File: config.mk
export PLATFORM = sky130hd
export DESIGN_NAME = uart_field_parser
export DESIGN_NICKNAME = d
export VERILOG_FILES = /design/src/rtl/uart_field_parser.sv
export SDC_FILE = /design/constraint.sdc
export NUM_CORES = 1
export LEC_CHECK = 0
export CORE_ASPECT_RATIO = 0.9
export CORE_MARGIN = 2
export CORE_UTILIZATION = 59
export DETAILED_ROUTE_END_ITERATION = 8
export GPL_TIMING_DRIVEN = 0
export PLACE_DENSITY = 0.81
export SKIP_CTS_REPAIR_TIMING = 1
export SLEW_MARGIN = 0
export SYNTH_ARGS = -nofsm -noshare
export SYNTH_HDL_FRONTEND = slang
export SYNTH_SLANG_ARGS = --single-unit
File: constraint.sdc
create_clock -name sys_clk -period 5.4 [get_ports sys_clk]
set_input_delay 0.54 -clock sys_clk [delete_from_list [all_inputs] [get_ports sys_clk]]
set_output_delay 0.54 -clock sys_clk [all_outputs]
set_load 0.005 [all_outputs]
File: src/rtl/uart_field_parser.sv
// ASCII-decimal frame parser: NUM_FIELDS fields of DIGITS digits each, committed atomically.
// Optional inter-byte timeout enabled by defining UART_FIELD_PARSER_TIMEOUT_EN.
module uart_field_parser #(
  parameter int unsigned NUM_FIELDS  = 4,
  parameter int unsigned DIGITS      = 3,
  parameter int unsigned FIELD_W     = 10,
  parameter int unsigned TIMEOUT_CYC = 520800
) (
  input  logic                          sys_clk,
  input  logic                          sys_rst,
  input  logic [7:0]                    pi_data,
  input  logic                          pi_flag,
  output logic [NUM_FIELDS*FIELD_W-1:0] po_fields,
  output logic                          po_valid,
  output logic                          po_err,
  output logic                          po_busy
);

  localparam int unsigned AccW = FIELD_W + 4;
  localparam int unsigned DigW = $clog2(DIGITS + 1);
  localparam int unsigned IdxW = (NUM_FIELDS > 1) ? $clog2(NUM_FIELDS) : 1;
  localparam logic [AccW-1:0] MaxVal = {4'b0000, {FIELD_W{1'b1}}};

  typedef enum logic {StIdle, StRecv} state_e;

  state_e                          state_q, state_d;
  logic [AccW-1:0]                 acc_q, acc_d;
  logic                            sat_q, sat_d;
  logic [DigW-1:0]                 digit_cnt_q, digit_cnt_d;
  logic [IdxW-1:0]                 field_idx_q, field_idx_d;
  logic [NUM_FIELDS*FIELD_W-1:0]   shadow_q, shadow_d;
  logic [NUM_FIELDS*FIELD_W-1:0]   fields_q, fields_d;
  logic                            valid_q, valid_d;
  logic                            err_q, err_d;

  logic                            is_digit;
  logic [AccW-1:0]                 acc_next;
  logic                            sat_next;
  logic [FIELD_W-1:0]              field_val;
  logic                            last_digit;
  logic                            last_field;
  logic                            abort;

  assign is_digit   = (pi_data >= 8'h30) && (pi_data <= 8'h39);
  // acc never exceeds MaxVal here, so acc*10+9 always fits in AccW bits
  assign acc_next   = (acc_q << 3) + (acc_q << 1) + {{(AccW-4){1'b0}}, pi_data[3:0]};
  assign sat_next   = sat_q | (acc_next > MaxVal);
  assign field_val  = sat_next ? MaxVal[FIELD_W-1:0] : acc_next[FIELD_W-1:0];
  assign last_digit = (digit_cnt_q == DigW'(DIGITS - 1));
  assign last_field = (field_idx_q == IdxW'(NUM_FIELDS - 1));

`ifdef UART_FIELD_PARSER_TIMEOUT_EN
  localparam int unsigned TmoW = $clog2(TIMEOUT_CYC + 1);
  logic [TmoW-1:0] tmo_q, tmo_d;
  logic            tmo_expire;

  assign tmo_expire = (state_q == StRecv) && !pi_flag && (tmo_q == TmoW'(TIMEOUT_CYC - 1));
  assign tmo_d      = ((state_q == StRecv) && !pi_flag && !abort) ? tmo_q + 1'b1 : '0;

  always_ff @(posedge sys_clk or posedge sys_rst) begin
    if (sys_rst) tmo_q <= '0;
    else         tmo_q <= tmo_d;
  end
`else
  logic tmo_expire;
  assign tmo_expire = 1'b0;
`endif

  always_comb begin
    state_d     = state_q;
    acc_d       = acc_q;
    sat_d       = sat_q;
    digit_cnt_d = digit_cnt_q;
    field_idx_d = field_idx_q;
    shadow_d    = shadow_q;
    fields_d    = fields_q;
    valid_d     = 1'b0;
    err_d       = 1'b0;
    abort       = 1'b0;

    if (pi_flag) begin
      if (is_digit) begin
        state_d     = StRecv;
        sat_d       = sat_next;
        digit_cnt_d = digit_cnt_q + 1'b1;
        if (!sat_next) acc_d = acc_next;
        if (last_digit) begin
          shadow_d[int'(field_idx_q)*FIELD_W +: FIELD_W] = field_val;
          acc_d       = '0;
          sat_d       = 1'b0;
          digit_cnt_d = '0;
          field_idx_d = field_idx_q + 1'b1;
          if (last_field) begin
            // Commit the full shadow including the field just written
            fields_d    = shadow_d;
            shadow_d    = '0;
            field_idx_d = '0;
            valid_d     = 1'b1;
            state_d     = StIdle;
          end
        end
      end else if (state_q == StRecv) begin
        abort = 1'b1;
      end
    end else if (tmo_expire) begin
      abort = 1'b1;
    end

    if (abort) begin
      state_d     = StIdle;
      acc_d       = '0;
      sat_d       = 1'b0;
      digit_cnt_d = '0;
      field_idx_d = '0;
      shadow_d    = '0;
      err_d       = 1'b1;
    end
  end

  always_ff @(posedge sys_clk or posedge sys_rst) begin
    if (sys_rst) begin
      state_q     <= StIdle;
      acc_q       <= '0;
      sat_q       <= 1'b0;
      digit_cnt_q <= '0;
      field_idx_q <= '0;
      shadow_q    <= '0;
      fields_q    <= '0;
      valid_q     <= 1'b0;
      err_q       <= 1'b0;
    end else begin
      state_q     <= state_d;
      acc_q       <= acc_d;
      sat_q       <= sat_d;
      digit_cnt_q <= digit_cnt_d;
      field_idx_q <= field_idx_d;
      shadow_q    <= shadow_d;
      fields_q    <= fields_d;
      valid_q     <= valid_d;
      err_q       <= err_d;
    end
  end

  assign po_fields = fields_q;
  assign po_valid  = valid_q;
  assign po_err    = err_q;
  assign po_busy   = (state_q == StRecv);

endmodule

==> results.toml <==
# implementation run metrics
[clock_tree]
clock_sinks = 101
root_buffer = "clkbuf_8"
cts.path.max_buffers = 2
h-tree-depth = 3
tritoncts.num_buffers = 9
cts_tree = "yes"
clkLatencyLatePin_ps = 380
clk_pin_slew_worst_paths_ps = 100

[grt]
overflow = 0
grt_max_degree = 62
overall_global_routing_resource_usage_pct = 36.3
antenna_found_initial = 0
global_route_wire_length_before_repair_um = 29800
via_count_of_the_first_global_routing_pass = 5491

[placed_design]
place.port_buffers = 52
hpwl_reported_at_the_end_of_detailed_placement_um = 14200
preCtsSetupSlack_ps = 464
numPlacedInstances = 830
placedInstanceArea_sq_mm = 0.00667
place.gp.congestion = 0.998

[timing]
finalHoldViolations = 0
timing.slew.headroom_pct = 11.7
layout_min_cycle_time_ps = 4810
grt_setup_unrepaired = "false"
report.final.setup_viol = 0
clock_skew_ps = 14.8
timing.hold.ws_ps = 494
worst_slew_pin_slew_ps = 1310
setup_total_negative_slack_ps = 0
fmaxAchievable_mhz = 208
maxSlewViolCount = 0
timing.final.ws_setup_ps = 588
finalClockPeriodUsage_pct = 89.1

[yosys]
synth_cell_type_count = 75
mux_area_share_pct = 1.45
top_area_share_pct = 42.4
synth_adder_area_share_pct = 6.97
synthDominantAreaCellType = "dfrtp_1"
yosysCellCount = 651
postSynthAreaPerCell_sq_um = 9.16
postSynthCellCount = 651
synth_nets = 694
synth_compound_gate_area_share_pct = 25.8
postSynth.topFlopCell = "dfrtp_1"
yosys-top-cells-count = "dfrtp_1 (101), nand2_1 (75), nor2_1 (58)"
netlist_top_cells_area = "dfrtp_1 (42%), ha_1 (6.3%), nand2_1 (4.7%)"
ys_async_sr_fraction_pct = 100
xor_area_share_pct = 1.15
ys_seq_share_pct = 42.4
post_synth_tally_of_flip_flops_with_integrated_enable = 0
synth.ff_latch_count = 101
netlist_area_sq_mm = 0.00596
synth.yosys.warnings = 0
synth-simple-area-share_pct = 19.0
synthMostInstantiatedCell = "dfrtp_1"
synthTopLogicFamily = "AND-OR/OR-AND gates"
synth_chip_area_sq_mm = 0.00596

[critical_path]
timing.critical_path.buf_inv = 1
slowest_delay_ps = 830
startpoint_type = "primary input"
critical_path.top_delay_family = "AND-OR/OR-AND gates"
crit_path_max_fanout = 8
critPathKind = "primary input to flop"
depth_of_the_critical_timing_path_with_buffers_and_inverters_included = 11
timing.critical_path.slowest_stage_cell = "xnor2_1"
endpoint_kind = "flop"
ff2ff_path_depth = 10
critical_path_arrival_ps = 5050
worstPathCellList = "clkdlybuf4s50_1, fa_1, fa_1, a21o_1, a221o_1, xnor2_1, mux2i_1, a21o_1, nor3_1, a2bb2oi_1, o21ai_0"
worstPathRequired_ps = 5640

[power_and_ir_drop]
largestPowerGroup = "combinational cells"
comb_power_mw = 0.901
net-switching-power_mw = 0.931
power_density_mw_per_mm2 = 317
pwr-share-seq_pct = 37.3
clockPowerShare_pct = 21.2
switching_share_pct = 42.9
combPwrFrac_pct = 41.5
vdd_drop_max_mv = 0.201
total_power_mw = 2.17
cellInternalPower_mw = 1.24
power.clock.total_mw = 0.459
leakage_nw = 3.07

[floorplanning]
fp-row-count = 34
tap-cell-count = 126
die_w_um = 110
initial_core_util_pct = 61.2
chipArea_sq_mm = 0.0109
total_core_area_sq_mm = 0.00974
die_height_um = 99.4
boundaryPins = 54

[outcome]
status = "completed"

[final_layout]
layout_top_cell_excl_fill_tap = "dfrtp_1"
instances_no_fill = 846
clockBufferCount = 11
number_of_non_clock_buffers = 85
layout.comb_gates.multi_input = 503
antenna_cells = 0
multi_input_comb_area_sq_mm = 0.00325
clock_tree_area_fraction_pct = 2.58
final_layout_size_suffix_gt1_share_pct = 7.08
final_area_sq_mm = 0.00685
area_share_nonclk_buffers_pct = 9.99
flop-count = 101
combinational_share_of_cell_area_pct = 47.4
layout-area-overhead-vs-synth_pct = 14.9
nets = 758
layout_top_cells = "dfrtp_1 (101), nand2_1 (75), nor2_1 (58), o21ai_0 (55), clkdlybuf4s50_1 (52)"
largestClassByArea = "combinational gates"
fillerInstances = 785
nonClockInverterCount = 15

[routing]
remaining_drc_errors = 0
drt.antenna.violating_nets = 0
drtIter0Drc = 548
avgViaCountPerCell = 6.68
drt_first_pass_iters = 6
routed_wl_um = 18900
route.vias.total = 5654

[worst_hold_path]
hold_path_depth = 2
hold_path_class = "flop to flop"

[job]
warning_count = 33
timing.max_cap.violations = 0
-- layer usage --
layer	wire length, um	GRT usage, %
met2	8270	52.3
met4	466	13.1
met3	1820	7.99
met5	0	0
met1	8340	53.8
-- final timing paths --
kind	to	slack, ps	start
max in group asynchronous	shadow_q[18]	4160	sys_rst
worst max register to register	po_fields[34]	810	acc_q[2]
worst max-delay path	po_fields[34]	590	pi_data[3]
worst min register to register	po_fields[34]	490	po_fields[34]
worst min-delay path	po_fields[34]	490	po_fields[34]
min in group asynchronous	acc_q[12]	550	sys_rst
-- flip-flops by register name, indices dropped and copies added, names as in the netlist --
register	cells
po_fields	40
shadow_q	40
acc_q	13
digit_cnt_q	2
field_idx_q	2
po_busy	1
po_err	1
po_valid	1
sat_q	1
Fig. 1: sequential cells coloured by netlist name
Scale: 2 px per um. Other sequential cells in the stronger grey, the rest of the logic in the fainter grey.
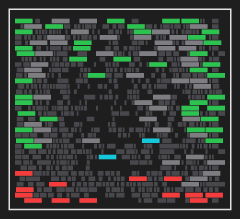
colour	netlist name	flops
red	acc_q	13
cyan	field_idx_q	2
green	po_fields	40
not coloured	46
fraction of area in registers: 36.9%
Final Core Density: 70.3%
total sequential power: 0.810 mW
flip-flop and latch area: 0.00253 sq mm

Fig. 2: routing congestion
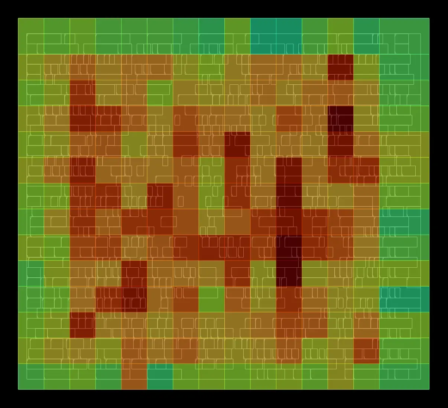
detail-routed net length per standard cell: 22.3 um
met3 layer usage reported by global route: 7.99%

Fig. 3: I/O nets highlighted
Scale: 3 px per um.
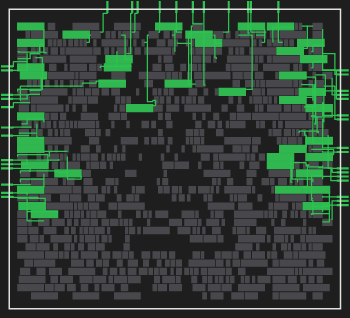
colour	port	bits	direction	edge	end cells	wire
green	po_fields	40	output	16 right, 13 left, 11 top	40	1030 um

No activity file was given, so power comes from the tool's default toggle rates.
